File: src/rtl/alu_muldiv_seq_if.sv
// ---------------------------------------------------------------------------
// alu_muldiv_seq_if
//   Bundles the signals between the CPU control unit, the shared 8-bit ALU and
//   the multiply/divide sequencer.
//
//   Command side : start, op (0 = MUL, 1 = DIV), opa, opb
//   Result side  : busy, done, dz, res_hi, res_lo
//   ALU side     : alu_a, alu_b, alu_mode, alu_cin  (sequencer -> ALU)
//                  alu_out, alu_cout                (ALU -> sequencer, same cycle)
//
//   slave  : the sequencer itself
//   master : the surroundings (control unit plus ALU)
// ---------------------------------------------------------------------------
interface alu_muldiv_seq_if #(
    parameter int WIDTH = 8
);
    logic             start;
    logic             op;
    logic [WIDTH-1:0] opa;
    logic [WIDTH-1:0] opb;
    logic             busy;
    logic             done;
    logic             dz;
    logic [WIDTH-1:0] res_hi;
    logic [WIDTH-1:0] res_lo;
    logic [WIDTH-1:0] alu_a;
    logic [WIDTH-1:0] alu_b;
    logic [3:0]       alu_mode;
    logic             alu_cin;
    logic [WIDTH-1:0] alu_out;
    logic             alu_cout;

    modport slave (
        input  start, op, opa, opb, alu_out, alu_cout,
        output busy, done, dz, res_hi, res_lo, alu_a, alu_b, alu_mode, alu_cin
    );

    modport master (
        output start, op, opa, opb, alu_out, alu_cout,
        input  busy, done, dz, res_hi, res_lo, alu_a, alu_b, alu_mode, alu_cin
    );
endinterface

File: src/rtl/alu_muldiv_seq.sv
// ---------------------------------------------------------------------------
// alu_muldiv_seq
//   Multi-cycle sequencer that borrows the CPU's combinational 8-bit ALU to
//   perform an unsigned 8x8->16 multiply (shift-add) or an unsigned 8/8
//   restoring divide. One ALU operation is issued per clock; each of the
//   eight iterations takes three states (S_A, S_B, S_C), followed by FIN.
//
//   Ports:
//     clk   : system clock, rising edge
//     rst_n : asynchronous active-low reset
//     bus   : alu_muldiv_seq_if.slave (command, result and ALU signals)
// ---------------------------------------------------------------------------
module alu_muldiv_seq #(
    parameter int WIDTH = 8
) (
    input  logic               clk,
    input  logic               rst_n,
    alu_muldiv_seq_if.slave    bus
);

    localparam logic [3:0] MODE_PASS = 4'b0000;
    localparam logic [3:0] MODE_ADD  = 4'b0101;
    localparam logic [3:0] MODE_SUB  = 4'b1000;
    localparam logic [3:0] MODE_RLC  = 4'b1101;
    localparam logic [3:0] MODE_RRC  = 4'b1110;

    typedef enum logic [2:0] {IDLE, S_A, S_B, S_C, FIN} state_t;

    state_t           r_state, w_stateNext;
    logic [WIDTH-1:0] r_hi, r_lo, r_m;
    logic [WIDTH-1:0] w_hiNext, w_loNext, w_mNext;
    logic             r_c, w_cNext;
    logic [2:0]       r_cnt, w_cntNext;
    logic             r_opr, w_oprNext;
    logic             r_dz, w_dzNext;
    logic [WIDTH-1:0] r_resHi, r_resLo;
    logic [3:0]       w_aluMode;
    logic [WIDTH-1:0] w_aluA, w_aluB;
    logic             w_aluCin;

    // Next-state and ALU control. The ALU is driven purely from the current
    // state, and its same-cycle result is folded into the next register values.
    always_comb begin
        w_stateNext = r_state;
        w_hiNext    = r_hi;
        w_loNext    = r_lo;
        w_mNext     = r_m;
        w_cNext     = r_c;
        w_cntNext   = r_cnt;
        w_oprNext   = r_opr;
        w_dzNext    = r_dz;
        w_aluMode   = MODE_PASS;
        w_aluA      = '0;
        w_aluB      = '0;
        w_aluCin    = 1'b0;

        case (r_state)
            IDLE: begin
                if (bus.start) begin
                    w_oprNext = bus.op;
                    w_hiNext  = '0;
                    w_cntNext = '0;
                    w_dzNext  = 1'b0;
                    if (bus.op) begin
                        w_mNext  = bus.opb;
                        w_loNext = bus.opa;
                        // Divide by zero short-circuits straight to FIN.
                        if (bus.opb == '0) begin
                            w_hiNext    = bus.opa;
                            w_loNext    = '1;
                            w_dzNext    = 1'b1;
                            w_stateNext = FIN;
                        end else begin
                            w_stateNext = S_A;
                        end
                    end else begin
                        w_mNext     = bus.opa;
                        w_loNext    = bus.opb;
                        w_stateNext = S_A;
                    end
                end
            end

            S_A: begin
                if (!r_opr) begin
                    // Add multiplicand when the current multiplier bit is set.
                    w_aluA    = r_hi;
                    if (r_lo[0]) begin
                        w_aluMode = MODE_ADD;
                        w_aluB    = r_m;
                    end
                    w_hiNext = bus.alu_out;
                    w_cNext  = bus.alu_cout;
                end else begin
                    // Shift the dividend MSB out into the carry.
                    w_aluMode = MODE_RLC;
                    w_aluA    = r_lo;
                    w_loNext  = bus.alu_out;
                    w_cNext   = bus.alu_cout;
                end
                w_stateNext = S_B;
            end

            S_B: begin
                w_aluA   = r_hi;
                w_aluCin = r_c;
                w_aluMode = r_opr ? MODE_RLC : MODE_RRC;
                w_hiNext = bus.alu_out;
                w_cNext  = bus.alu_cout;
                w_stateNext = S_C;
            end

            S_C: begin
                if (!r_opr) begin
                    w_aluMode = MODE_RRC;
                    w_aluA    = r_lo;
                    w_aluCin  = r_c;
                    w_loNext  = bus.alu_out;
                end else begin
                    // Partial remainder is 9 bits {c, hi}; subtract only if it
                    // fits, otherwise restore by leaving hi untouched.
                    w_aluMode = MODE_SUB;
                    w_aluA    = r_hi;
                    w_aluB    = r_m;
                    if (r_c || !bus.alu_cout) begin
                        w_hiNext    = bus.alu_out;
                        w_loNext[0] = 1'b1;
                    end
                end
                if (r_cnt == 3'd7) begin
                    w_stateNext = FIN;
                end else begin
                    w_cntNext   = r_cnt + 3'd1;
                    w_stateNext = S_A;
                end
            end

            FIN: begin
                w_stateNext = IDLE;
            end

            default: begin
                w_stateNext = IDLE;
            end
        endcase
    end

    // State and datapath registers. The result registers load on entry to
    // FIN so that res_hi/res_lo are already valid while done is high.
    always_ff @(posedge clk or negedge rst_n) begin
        if (!rst_n) begin
            r_state <= IDLE;
            r_hi    <= '0;
            r_lo    <= '0;
            r_m     <= '0;
            r_c     <= 1'b0;
            r_cnt   <= '0;
            r_opr   <= 1'b0;
            r_dz    <= 1'b0;
            r_resHi <= '0;
            r_resLo <= '0;
        end else begin
            r_state <= w_stateNext;
            r_hi    <= w_hiNext;
            r_lo    <= w_loNext;
            r_m     <= w_mNext;
            r_c     <= w_cNext;
            r_cnt   <= w_cntNext;
            r_opr   <= w_oprNext;
            r_dz    <= w_dzNext;
            if (w_stateNext == FIN) begin
                r_resHi <= w_hiNext;
                r_resLo <= w_loNext;
            end
        end
    end

    assign bus.busy     = (r_state == S_A) || (r_state == S_B) || (r_state == S_C);
    assign bus.done     = (r_state == FIN);
    assign bus.dz       = r_dz;
    assign bus.res_hi   = r_resHi;
    assign bus.res_lo   = r_resLo;
    assign bus.alu_a    = w_aluA;
    assign bus.alu_b    = w_aluB;
    assign bus.alu_mode = w_aluMode;
    assign bus.alu_cin  = w_aluCin;

endmodule

File: src/flat_wrapper.sv
// flat-port wrapper written by rule: the top's interface ports become plain ports
module alu_muldiv_seq_flat 
#(
    parameter int WIDTH = 8
)
  (clk, rst_n, bus_start, bus_op, bus_opa, bus_opb, bus_alu_out, bus_alu_cout, bus_busy, bus_done, bus_dz, bus_res_hi, bus_res_lo, bus_alu_a, bus_alu_b, bus_alu_mode, bus_alu_cin);
  alu_muldiv_seq_if #(.WIDTH(WIDTH)) bus_i ();
  input  logic clk;
  input  logic rst_n;
  input wire logic [$bits(bus_i.start)-1:0] bus_start;
  input wire logic [$bits(bus_i.op)-1:0] bus_op;
  input wire logic [$bits(bus_i.opa)-1:0] bus_opa;
  input wire logic [$bits(bus_i.opb)-1:0] bus_opb;
  input wire logic [$bits(bus_i.alu_out)-1:0] bus_alu_out;
  input wire logic [$bits(bus_i.alu_cout)-1:0] bus_alu_cout;
  output wire logic [$bits(bus_i.busy)-1:0] bus_busy;
  output wire logic [$bits(bus_i.done)-1:0] bus_done;
  output wire logic [$bits(bus_i.dz)-1:0] bus_dz;
  output wire logic [$bits(bus_i.res_hi)-1:0] bus_res_hi;
  output wire logic [$bits(bus_i.res_lo)-1:0] bus_res_lo;
  output wire logic [$bits(bus_i.alu_a)-1:0] bus_alu_a;
  output wire logic [$bits(bus_i.alu_b)-1:0] bus_alu_b;
  output wire logic [$bits(bus_i.alu_mode)-1:0] bus_alu_mode;
  output wire logic [$bits(bus_i.alu_cin)-1:0] bus_alu_cin;
  assign bus_i.start = bus_start;
  assign bus_i.op = bus_op;
  assign bus_i.opa = bus_opa;
  assign bus_i.opb = bus_opb;
  assign bus_i.alu_out = bus_alu_out;
  assign bus_i.alu_cout = bus_alu_cout;
  assign bus_busy = bus_i.busy;
  assign bus_done = bus_i.done;
  assign bus_dz = bus_i.dz;
  assign bus_res_hi = bus_i.res_hi;
  assign bus_res_lo = bus_i.res_lo;
  assign bus_alu_a = bus_i.alu_a;
  assign bus_alu_b = bus_i.alu_b;
  assign bus_alu_mode = bus_i.alu_mode;
  assign bus_alu_cin = bus_i.alu_cin;
  alu_muldiv_seq #(.WIDTH(WIDTH)) u_core (.clk(clk), .rst_n(rst_n), .bus(bus_i));
endmodule
File: config.mk
export PLATFORM = sky130hd
export DESIGN_NAME = alu_muldiv_seq_flat
export DESIGN_NICKNAME = d
export VERILOG_FILES = /design/src/rtl/alu_muldiv_seq_if.sv /design/src/rtl/alu_muldiv_seq.sv /design/src/flat_wrapper.sv
export SDC_FILE = /design/constraint.sdc
export NUM_CORES = 1
export LEC_CHECK = 0
export ABC_AREA = 1
export ABC_CLOCK_PERIOD_IN_PS = 1600
export CAP_MARGIN = 25
export CORE_MARGIN = 3
export CORE_UTILIZATION = 37
export CTS_CLUSTER_DIAMETER = 100
export DETAILED_ROUTE_END_ITERATION = 8
export HOLD_SLACK_MARGIN = 0.15
export SYNTH_ARGS = -nofsm -noshare
export SYNTH_HDL_FRONTEND = slang
export SYNTH_SLANG_ARGS = --single-unit
File: constraint.sdc
create_clock -name clk -period 1.6 [get_ports clk]
set_input_delay 0.24 -clock clk [delete_from_list [all_inputs] [get_ports clk]]
set_output_delay 0.24 -clock clk [all_outputs]
set_load 0.01 [all_outputs]
==> Flow_metrics.wiki, run 1 <==
== Metrics ==
{| class="wikitable"
! Metric !! Value
|-
| Pin count of the biggest net entering global routing || 22
|-
| Vias in the first global route || 3663
|-
| Worst IR drop on VDD || 0.867 mV
|-
| Logic gate share of total power || 71.0%
|-
| Share of final-layout standard cells stronger than drive strength 1 || 43.6%
|-
| Maximum count of clock buffers along a single path || 2
|-
| Area share of the largest cell type after synthesis || 39.0%
|-
| Vert. Die Dim || 98.2 um
|-
| Syn_nets || 479
|-
| Depth of the worst register-to-register path || 10
|-
| YS warnings || 0
|-
| Final setup violation count || 54
|-
| Estimated wirelength of the detail-placed design || 7.80 mm
|-
| Required time at the endpoint of the critical path || 1.36 ns
|-
| Type of element launching the critical path || flip-flop
|-
| Area of the mapped netlist || 3140 sq um
|-
| Starting DRC count in detailed routing || 159
|-
| Library cell with the largest summed area after synthesis || sky130_fd_sc_hd__dfrtp_1
|-
| Max Clock Freq || 519 MHz
|-
| CTS Buf Count || 5
|-
| Overall power consumption || 10.7 mW
|-
| Run status || finished with violations
|-
| Clock Pin Slew Worst Setup and Hold Paths || 0.10 ns
|-
| Average cell area after synthesis || 7.02 sq um
|-
| Clk network pwr share || 8.9%
|-
| Biggest area contributors in the synthesized netlist || sky130_fd_sc_hd__dfrtp_1, sky130_fd_sc_hd__nand2_1, sky130_fd_sc_hd__nor2_1
|-
| Chip area in the Yosys report || 3140 sq um
|-
| Worst setup slack after layout || -0.327 ns
|-
| Post-layout nets || 656
|-
| Slew headroom || 62.3%
|-
| Sw Pwr || 4.79 mW
|-
| Critical R2R Launch || u_core.r_state[1]$_DFF_PN0_
|-
| Number of antenna repair diodes || 0
|-
| Violated checks || negative setup slack
|-
| First-pass GRT wire length || 17.9 mm
|-
| Combined flip-flop and latch cell area || 1230 sq um
|-
| Number of antenna violations at the first check in global routing || 0
|-
| Multi-input gate count || 336
|-
| Insertion Delay late pin || 0.31 ns
|-
| Number of maximum-capacitance violations || 0
|-
| Setup repair after global routing missed its margin || yes
|-
| Mean routed wirelength per cell || 16.2 um
|-
| Post-route minimum period || 1.93 ns
|-
| Fraction of power spent switching nets || 44.8%
|-
| Number of library cell types mapped by synthesis || 32
|}
[run 1: cell usage after synthesis, types with 3 or more instances]
cell / instances
sky130_fd_sc_hd__nand2_1: 135
sky130_fd_sc_hd__nor2_1: 61
sky130_fd_sc_hd__dfrtp_1: 49
sky130_fd_sc_hd__inv_1: 38
sky130_fd_sc_hd__nand3_1: 30
sky130_fd_sc_hd__o21ai_0: 22
sky130_fd_sc_hd__nor3_1: 14
sky130_fd_sc_hd__a21oi_1: 12
sky130_fd_sc_hd__buf_2: 12
sky130_fd_sc_hd__nand4_1: 9
sky130_fd_sc_hd__nand3b_1: 8
sky130_fd_sc_hd__o211ai_1: 8
sky130_fd_sc_hd__o221ai_1: 7
sky130_fd_sc_hd__inv_2: 5
sky130_fd_sc_hd__nor2_2: 5
sky130_fd_sc_hd__buf_6: 4
sky130_fd_sc_hd__nor2_4: 4
sky130_fd_sc_hd__or2_2: 4
sky130_fd_sc_hd__nand2_2: 3
[run 1: registers in the layout (all words and copies together), names as in the netlist, 3 cells and up]
signal,flops
u_core.r_state,3
u_core.r_lo,8
u_core.bus.res_hi,8
u_core.r_m,8
u_core.r_cnt,3
u_core.bus.res_lo,8
u_core.r_hi,8
[run 1: worst max path at each step]
stage                                start           end  cells after the start
2_1_floorplan  u_core.r_state[2]$_DFF_PN0_  bus_alu_b[4]                      6
3_3_place_gp   u_core.r_state[2]$_DFF_PN0_  bus_alu_a[3]                      7
3_5_place_dp   u_core.r_state[2]$_DFF_PN0_  bus_alu_a[3]                      7
4_1_cts        u_core.r_state[2]$_DFF_PN0_  bus_alu_a[3]                      8
5_1_grt        u_core.r_state[1]$_DFF_PN0_  bus_alu_a[3]                      7
6_report       u_core.r_state[1]$_DFF_PN0_  bus_alu_a[3]                      7
[run 1: power groups by stage]
stage	logic (mW)	clock network (mW)	registers, mW
4_1_cts	6.53	0.974	2.09
5_1_grt	8.18	1.02	2.22
3_5_place_dp	5.69	0	2.08
2_1_floorplan	2.82	0	2.09
3_3_place_gp	5.60	0	2.07
6_report	7.59	0.955	2.15
[run 1: metrics by stage]
stage / worst slack [ns] / setup TNS [ns] / area [sq um]
final: -0.327 / -6.87 / 5410
after detailed placement: -0.478 / -11.53 / 4470
after CTS: -0.309 / -4.87 / 5000
after floorplan: 0.00812 / 0 / 3140
after global routing: -0.359 / -10.47 / 5410
after global placement: -0.403 / -10.38 / 4470
[run 1: kinds of logic after synthesis]
group	count (synthesis)	share of synthesized area, %
simple gates	280	40.6
buf+inv	63	9.07
compound gates	54	10.5
flops	49	39.0
fa+ha+maj	2	0.796
[run 1: metal layers]
metal | wire length, um | global-route usage, % | vias up | part of all wire (%)
li1 | - | - | 1811 | -
met1 | 5050 | 30.3 | 1790 | 43
met2 | 5890 | 39.0 | 99 | 50
met3 | 525 | 3.50 | 25 | 4.4
met4 | 340 | 7.25 | 0 | 2.9
met5 | 0 | 0 | - | 0
[run 1: timing repair]
| item | in CTS | in global routing |
|---|---|---|
| setup buffers | 23 | 14 |
| pin swaps | 20 | 50 |
| endpoints found under the hold margin | 19 | 0 |
| resized | 184 | 95 |
| cloned | 2 | 1 |
| endpoints found under the setup margin | 42 | 66 |
| hold buffers | 1 | 0 |
==> run_1/gates.png <==
(4 px per um)
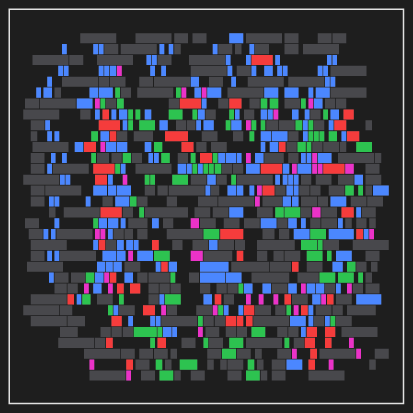
- blue: nand cells (cells 190; most used nand2_1)
- green: nor cells (cells 86; most used nor2_1)
- red: aoi and oai cells (cells 51; most used o21ai_1)
- magenta: inv cells (cells 43; most used inv_1; where spread over the die)
filler-free cell count of the finished design: 728
combinational share of cell area: 38.3%
most common cell after layout, fill and taps aside: sky130_fd_sc_hd__nand2_1

==> run_1/m2.png <==
(3 px per um)
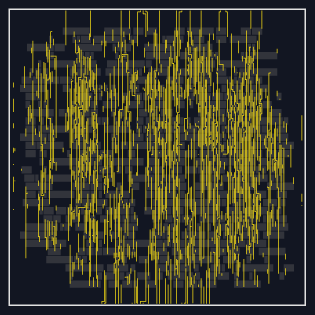
- main direction: vertical
- share of all routed wire: 50%
- wire length on this layer: 5890 um
- longest straight run: 55.1 um
total length of routed wires: 11.8 mm
M2 GR Usage: 39.0%
via count: 3725

==> run_1/congestion_map.png <==
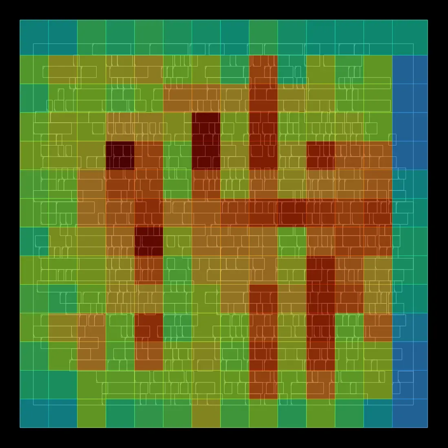
GR peak layer: met2
share of the core filled with cells in the final layout: 67.9%
met1 layer usage reported by global route: 30.3%

==> run_1/port_trees.png <==
(4 px per um)
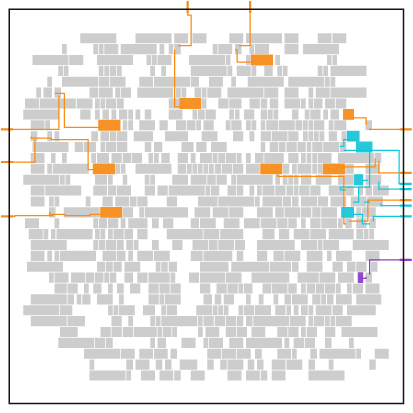
- purple: bus_busy (bits 1; direction output; end cells 1; wire 13.3 um)
- cyan: bus_alu_mode (bits 4; direction output; end cells 4; wire 84.9 um)
- orange: bus_alu_a (bits 8; direction output; end cells 8; wire 239 um)
# port buffers: 68
number of placed I/O pins: 69

==> run 2, diff against run 1 <==
--- a/config.mk
+++ b/config.mk
@@ -13,6 +13,7 @@
 export CTS_CLUSTER_DIAMETER = 100
 export DETAILED_ROUTE_END_ITERATION = 8
 export HOLD_SLACK_MARGIN = 0.15
+export SKIP_LAST_GASP = 1
 export SYNTH_ARGS = -nofsm -noshare
 export SYNTH_HDL_FRONTEND = slang
 export SYNTH_SLANG_ARGS = --single-unit
==> run 2 against run 1 <==
The run still ends with negative setup slack left. Clock skew up 0.0049 ns. Clock-buffer cell count did not move. Critical path depth grew 1. Non-clock buffer count up 1. Via count increased by 2.2%. Routed wire length up 3.2%. Die area unchanged. Critical path type unchanged. Synthesized area is the same. Design area up 3.1%. Largest power group unchanged. Combinational power rose by 4.3%.
==> Flow_metrics.wiki, run 2 <==
== Metrics ==
{| class="wikitable"
! Metric !! Value
|-
| # port buffers || 68 (unchanged)
|-
| Final setup violation count || 53 (-1.9%)
|-
| Run status || finished with violations
|-
| Top cells by count, synth || sky130_fd_sc_hd__nand2_1, sky130_fd_sc_hd__nor2_1, sky130_fd_sc_hd__dfrtp_1
|-
| Worst IR drop on VDD || 0.886 mV (+2.2%)
|-
| Chip area in the Yosys report || 3140 sq um (unchanged)
|-
| Biggest area contributors in the synthesized netlist || sky130_fd_sc_hd__dfrtp_1, sky130_fd_sc_hd__nand2_1, sky130_fd_sc_hd__nor2_1
|-
| Mean routed wirelength per cell || 16.7 um (+3.0%)
|-
| Share of final-layout standard cells stronger than drive strength 1 || 46.9% (+3.3 points)
|-
| Type of element launching the critical path || flip-flop
|-
| Most common cell after layout, fill and taps aside || sky130_fd_sc_hd__buf_4
|-
| Via count || 3806 (+2.2%)
|-
| Number of antenna repair diodes || 0 (unchanged)
|-
| Setup repair after global routing missed its margin || yes
|-
| Clock Pin Slew Worst Setup and Hold Paths || 0.10 ns (about the same)
|-
| Number of maximum-capacitance violations || 0 (unchanged)
|-
| Starting DRC count in detailed routing || 184 (+16%)
|-
| Slew headroom || 61.4% (-0.91 points)
|-
| Violated checks || negative setup slack
|-
| Library cell with the largest summed area after synthesis || sky130_fd_sc_hd__dfrtp_1
|-
| Area post-placement || 4470 sq um (unchanged)
|-
| Worst setup slack after layout || -0.351 ns (-0.0237 ns)
|}
-- run 2: cell counts after synthesis --
Identical to the previous run, type by type.
-- run 2: worst paths after layout --
path | start | to | slack (ns) | cells past startpoint
min in group clk | u_core.bus.res_hi[1]$_DFFE_PN0N_ | u_core.bus.res_hi[1]$_DFFE_PN0N_ | 0.49 | 2
min | rst_n | u_core.r_hi[7]$_DFF_PN0_ | 0.45 | 2
max | u_core.r_state[2]$_DFF_PN0_ | bus_alu_a[3] | -0.35 | 8
max in group asynchronous | rst_n | u_core.bus.res_lo[7]$_DFFE_PN0N_ | 0.51 | 3
min reg2reg | u_core.bus.res_hi[1]$_DFFE_PN0N_ | u_core.bus.res_hi[1]$_DFFE_PN0N_ | 0.49 | 2
max reg2reg | u_core.r_state[1]$_DFF_PN0_ | u_core.bus.res_hi[5]$_DFFE_PN0N_ | -0.17 | 11
-- run 2: area by class of cell --
type	instances	share of cell area, %
multi-input combinational	336	39.9
timing repair buffer	191	30.5
sequential	49	22.0
inverter	43	3.21
tap	102	2.29
clock buffer	5	1.23
clock inverter	3	0.852
-- run 2: cells by family after synthesis --
kind of cell | count (synthesis) | share of synthesized area (%)
compound gates | 54 | 10.5
fa+ha+maj | 2 | 0.796
buf+inv | 63 | 9.07
flops | 49 | 39.0
simple gates | 280 | 40.6
-- run 2: stage by stage --
stage	worst slack (ns)	hold WS, ns	utilization, %	TNS [ns]
6_report	-0.351	0.445	70.1	-7.48
4_1_cts	-0.309	0.455	62.2	-5.13
5_1_grt	-0.372	0.468	70.1	-11.41
2_1_floorplan	0.00812	-0.0556	-	0
3_5_place_dp	-0.478	0.260	56.1	-11.53
3_3_place_gp	-0.403	0.257	56.1	-10.38
-- run 2: what timing repair did --
action / CTS / global route
pin swaps: 19 / 81
hold endpoints to repair: 19 / 0
hold buffers: 1 / 0
endpoints found under the setup margin: 42 / 66
resized: 170 / 148
cloned: 2 / 2
setup buffers: 23 / 12
-- run 2: report_power, final --
part / switching (mW) / total [mW] / internal (mW)
Clock: 0.488 / 0.966 / 0.478
Sequential: 0.382 / 2.15 / 1.76
Combinational: 4.17 / 7.92 / 3.74
-- run 2: worst register-to-register path, stage by stage (launching register included) --
cell                        delay [ns]
sky130_fd_sc_hd__dfrtp_2          0.46
sky130_fd_sc_hd__buf_6            0.14
sky130_fd_sc_hd__buf_6            0.11
sky130_fd_sc_hd__nor2_4           0.10
sky130_fd_sc_hd__inv_2            0.07
sky130_fd_sc_hd__nor2_4           0.10
sky130_fd_sc_hd__buf_12           0.15
sky130_fd_sc_hd__nand3_4          0.13
sky130_fd_sc_hd__nand2_8          0.14
sky130_fd_sc_hd__clkbuf_16        0.20
sky130_fd_sc_hd__nand2_2          0.06
sky130_fd_sc_hd__nand2_1          0.06
-- run 2: routing by layer --
layer | GRT usage (%) | up-vias | share of wire, %
met5 | 0 | - | 0
met4 | 6.93 | 0 | 3.4
met3 | 3.71 | 39 | 5.6
met2 | 38.6 | 151 | 49
met1 | 29.9 | 1801 | 42
li1 | - | 1815 | -
==> run_2/closeup.png <==
Region (29, 49) to (69, 89) um. Cells in grey, sequential cells in the stronger grey; small squares are vias.
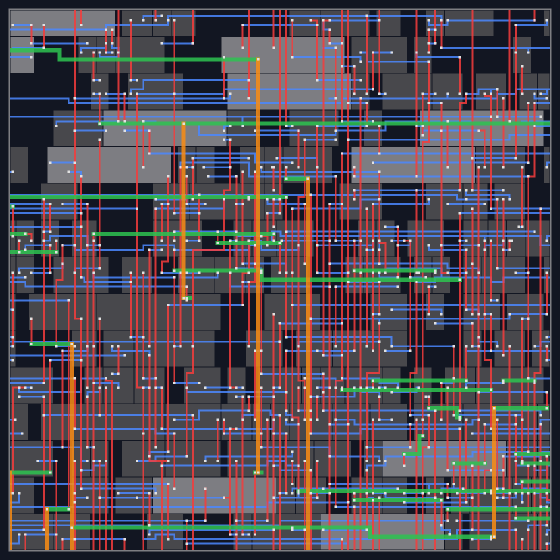
- red: M2
- orange: M4
- blue: M1
- green: M3
- netlist names of flops here include: u_core.r_lo (4), u_core.r_hi (3), u_core.bus.res_hi (2)
- most frequent: nand2_1 (25), nor2_1 (18), buf_4 (18)
- cells with their middle in the window: 146
- sequential cells in the window: 10

==> run_2/gates.png <==
(4 px per um)
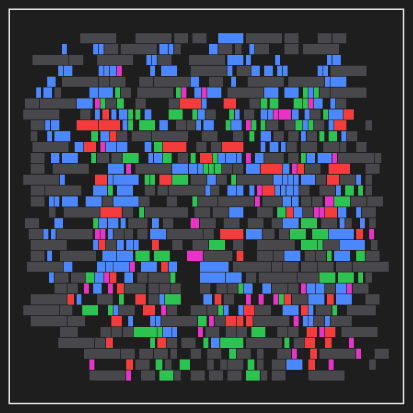
- magenta: inv cells (cells 43; most used inv_1)
- green: nor cells (cells 86; most used nor2_1)
- red: aoi and oai cells (cells 51; most used o21ai_1)
- blue: nand cells (cells 190; most used nand2_1)

==> run_2/m2.png <==
(3 px per um)
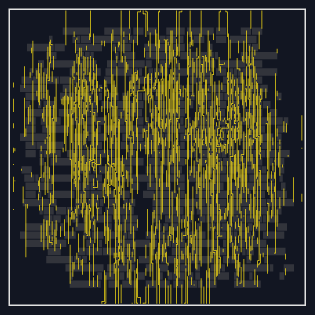

==> run 3, diff against run 2 <==
--- a/config.mk
+++ b/config.mk
@@ -12,7 +12,9 @@
 export CORE_UTILIZATION = 37
 export CTS_CLUSTER_DIAMETER = 100
 export DETAILED_ROUTE_END_ITERATION = 8
+export DONT_BUFFER_PORTS = 1
 export HOLD_SLACK_MARGIN = 0.15
+export PLACE_DENSITY = 0.56
 export SKIP_LAST_GASP = 1
 export SYNTH_ARGS = -nofsm -noshare
 export SYNTH_HDL_FRONTEND = slang
==> run_3/m2.png <==
(3 px per um)
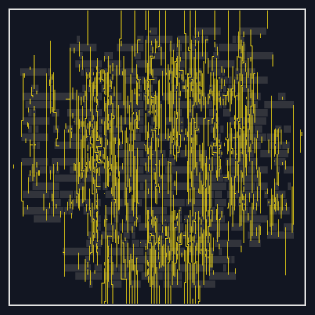
- main direction: vertical
- wire length on this layer: 5090 um
- share of all routed wire: 49%
M2 GR Usage: 31.6%
via count: 3320
total length of routed wires: 10.5 mm

==> run 3 against run 2 <==
The flow still finishes with violations (negative setup slack). Global-route usage shrank 2.4 points. Sequential share of layout area up 5.3 points. Synthesized cell count unchanged. Clock-buffer cell count grew 2. Critical path type unchanged.
==> Flow_metrics.wiki, run 3 <==
== Metrics ==
{| class="wikitable"
! Metric !! Value
|-
| Biggest area contributors in the synthesized netlist || sky130_fd_sc_hd__dfrtp_1, sky130_fd_sc_hd__nand2_1, sky130_fd_sc_hd__nor2_1
|-
| Area post-placement || 3510 sq um (-21%)
|-
| Worst setup slack after layout || -0.252 ns (+0.0988 ns)
|-
| Type of element launching the critical path || flip-flop
|-
| Library cell with the largest summed area after synthesis || sky130_fd_sc_hd__dfrtp_1
|-
| Mean routed wirelength per cell || 16.9 um (+0.98%)
|-
| Most common cell in the synthesized netlist || sky130_fd_sc_hd__nand2_1
|-
| # port buffers || 0 (-100%)
|-
| Total cells reported by yosys after synthesis || 448
|-
| Vert. Die Dim || 98.2 um
|-
| Violated checks || negative setup slack
|-
| Final setup violation count || 44 (-17%)
|-
| Most common cell after layout, fill and taps aside || sky130_fd_sc_hd__nand2_1
|-
| Clock Pin Slew Worst Setup and Hold Paths || 0.09 ns (about the same)
|-
| Sw Pwr || 4.33 mW (-14%)
|-
| Top cells by count, synth || sky130_fd_sc_hd__nand2_1, sky130_fd_sc_hd__nor2_1, sky130_fd_sc_hd__dfrtp_1
|-
| Highest signal layer in the routed design || met4
|-
| Estimated wirelength of the detail-placed design || 6.97 mm
|-
| Slew headroom || 74.7% (+13 points)
|-
| Share of final-layout standard cells stronger than drive strength 1 || 33.8% (-13 points)
|-
| Logic gate share of total power || 66.6% (-5.2 points)
|-
| Clk network pwr share || 9.1% (+0.3 points)
|-
| Number of antenna repair diodes || 0 (unchanged)
|-
| Internal power consumption || 4.84 mW (-19%)
|-
| Chip area in the Yosys report || 3140 sq um (unchanged)
|-
| Number of maximum-capacitance violations || 0 (unchanged)
|-
| Run status || finished with violations
|-
| Starting DRC count in detailed routing || 199 (+8.2%)
|-
| Global routing usage summed across all routing layers || 20.4%
|-
| Setup repair after global routing missed its margin || yes
|-
| Worst setup slack after placement || -0.0196 ns (+0.459 ns)
|-
| Hold Worst Slack || 0.160 ns (-0.285 ns)
|-
| Worst IR drop on VDD || 0.895 mV (+1.1%)
|-
| Routed length on met1 || 4.25 mm (-17%)
|-
| Number of library cell types mapped by synthesis || 32
|-
| Setup tns final || -5.86 ns (+1.62 ns)
|-
| Sum of met2 wire segment lengths after detailed routing || 5.09 mm (-14%)
|-
| Fraction of power spent switching nets || 47.2% (+1.5 points)
|}
==> run_3/closeup.png <==
Region (29, 49) to (69, 89) um. Cells in grey, sequential cells in the stronger grey; small squares are vias.
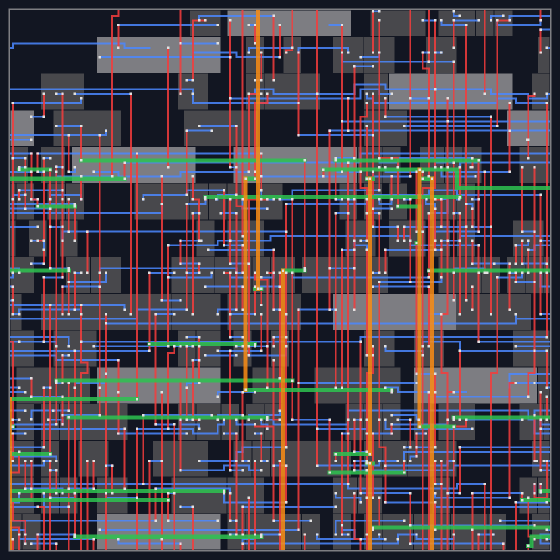
- blue: M1
- green: M3
- orange: M4
- red: M2
- sequential cells in the window: 9
- netlist names of flops here include: u_core.r_hi (3), u_core.bus.res_hi (2), u_core.bus.res_lo (2)
- most frequent: nand2_1 (29), nor2_1 (22), nand2_2 (10)
- cells with their middle in the window: 136

==> run 3: netlist changes by cell type in the layout (fill, tap and decap cells not counted), sizes merged <==
| cell | change |
|---|---|
| buf | -75 |
| clkdlybuf4s50 | -44 |
| dlygate4sd3 | +11 |
| clkinv | +2 |
| inv | -2 |
| bufinv | -1 |
==> run 3: power groups by stage <==
stage	sequential (mW)	combinational (mW)	clock, mW
after detailed placement	2.20	4.25	0
final	2.24	6.11	0.833
after global placement	2.20	4.19	0
after floorplan	2.09	2.82	0
after global routing	2.30	6.68	0.903
after CTS	2.19	4.95	0.864
==> run 3: worst max-delay path, delay by kind of cell, from the launching register on <==
kind / cells / cell delay, ns
compound gates: 1 / 0.19
buf+inv: 4 / 0.45
flops: 1 / 0.41
simple gates: 2 / 0.26
==> run 3: worst paths after layout <==
kind,startpoint,end,slack [ns],cells after the start
setup / recovery,u_core.r_state[2]$_DFF_PN0_,bus_alu_a[2],-0.25,7
hold / removal,bus_opa[5],u_core.r_hi[5]$_DFF_PN0_,0.16,2
setup reg to reg,u_core.r_state[0]$_DFF_PN0_,u_core.bus.res_lo[3]$_DFFE_PN0N_,-0.16,11
hold reg to reg,u_core.r_cnt[0]$_DFFE_PN0P_,u_core.r_cnt[0]$_DFFE_PN0P_,0.48,1
max in group asynchronous,rst_n,u_core.r_state[1]$_DFF_PN0_,0.89,2
min in group asynchronous,rst_n,u_core.r_hi[0]$_DFF_PN0_,0.46,2
==> run 3: metal layers <==
| metal | global-route usage (%) | vias to the layer above |
|---|---|---|
| met3 | 5.86 | 24 |
| met5 | 0 | - |
| li1 | - | 1602 |
| met2 | 31.6 | 127 |
| met4 | 10.3 | 0 |
| met1 | 25.9 | 1567 |
==> run 3: repair_timing <==
item / 4_1_cts / 5_1_grt
setup buffers: 7 / 18
hold endpoints to repair: 59 / 0
hold buffers: 13 / 0
endpoints found under the setup margin: 21 / 61
pin swaps: 9 / 44
cloned: 0 / 2
resized: 45 / 104
==> run 3: final cells by class <==
type / count / area, sq um
timing repair buffer: 81 / 822
tap: 102 / 128
inverter: 43 / 179
fill: 725 / 3460
clock buffer: 7 / 96.3
sequential: 49 / 1230
timing repair inverter: 1 / 8.76
clock inverter: 1 / 5.00
multi-input combinational: 336 / 2040
==> run 3: kinds of logic (layout without fill, tap and decap cells) <==
logic type	count (synthesis)	count (layout)	share of synthesized area (%)
AND/OR/NAND/NOR	280	280	40.6
AND-OR/OR-AND	54	54	10.5
adder cells (fa/ha/maj)	2	2	0.796
buffers and inverters	63	133	9.07
flip-flops	49	49	39.0
==> run 3: through the flow <==
| step | utilization (%) | instances |
|---|---|---|
| after global routing | 56.5 | 620 |
| after CTS | 50.1 | 604 |
| final | 56.5 | 620 |
| after floorplan | - | 448 |
| after global placement | 44.1 | 577 |
| after detailed placement | 44.1 | 577 |
Power and IR drop assume default switching activity.
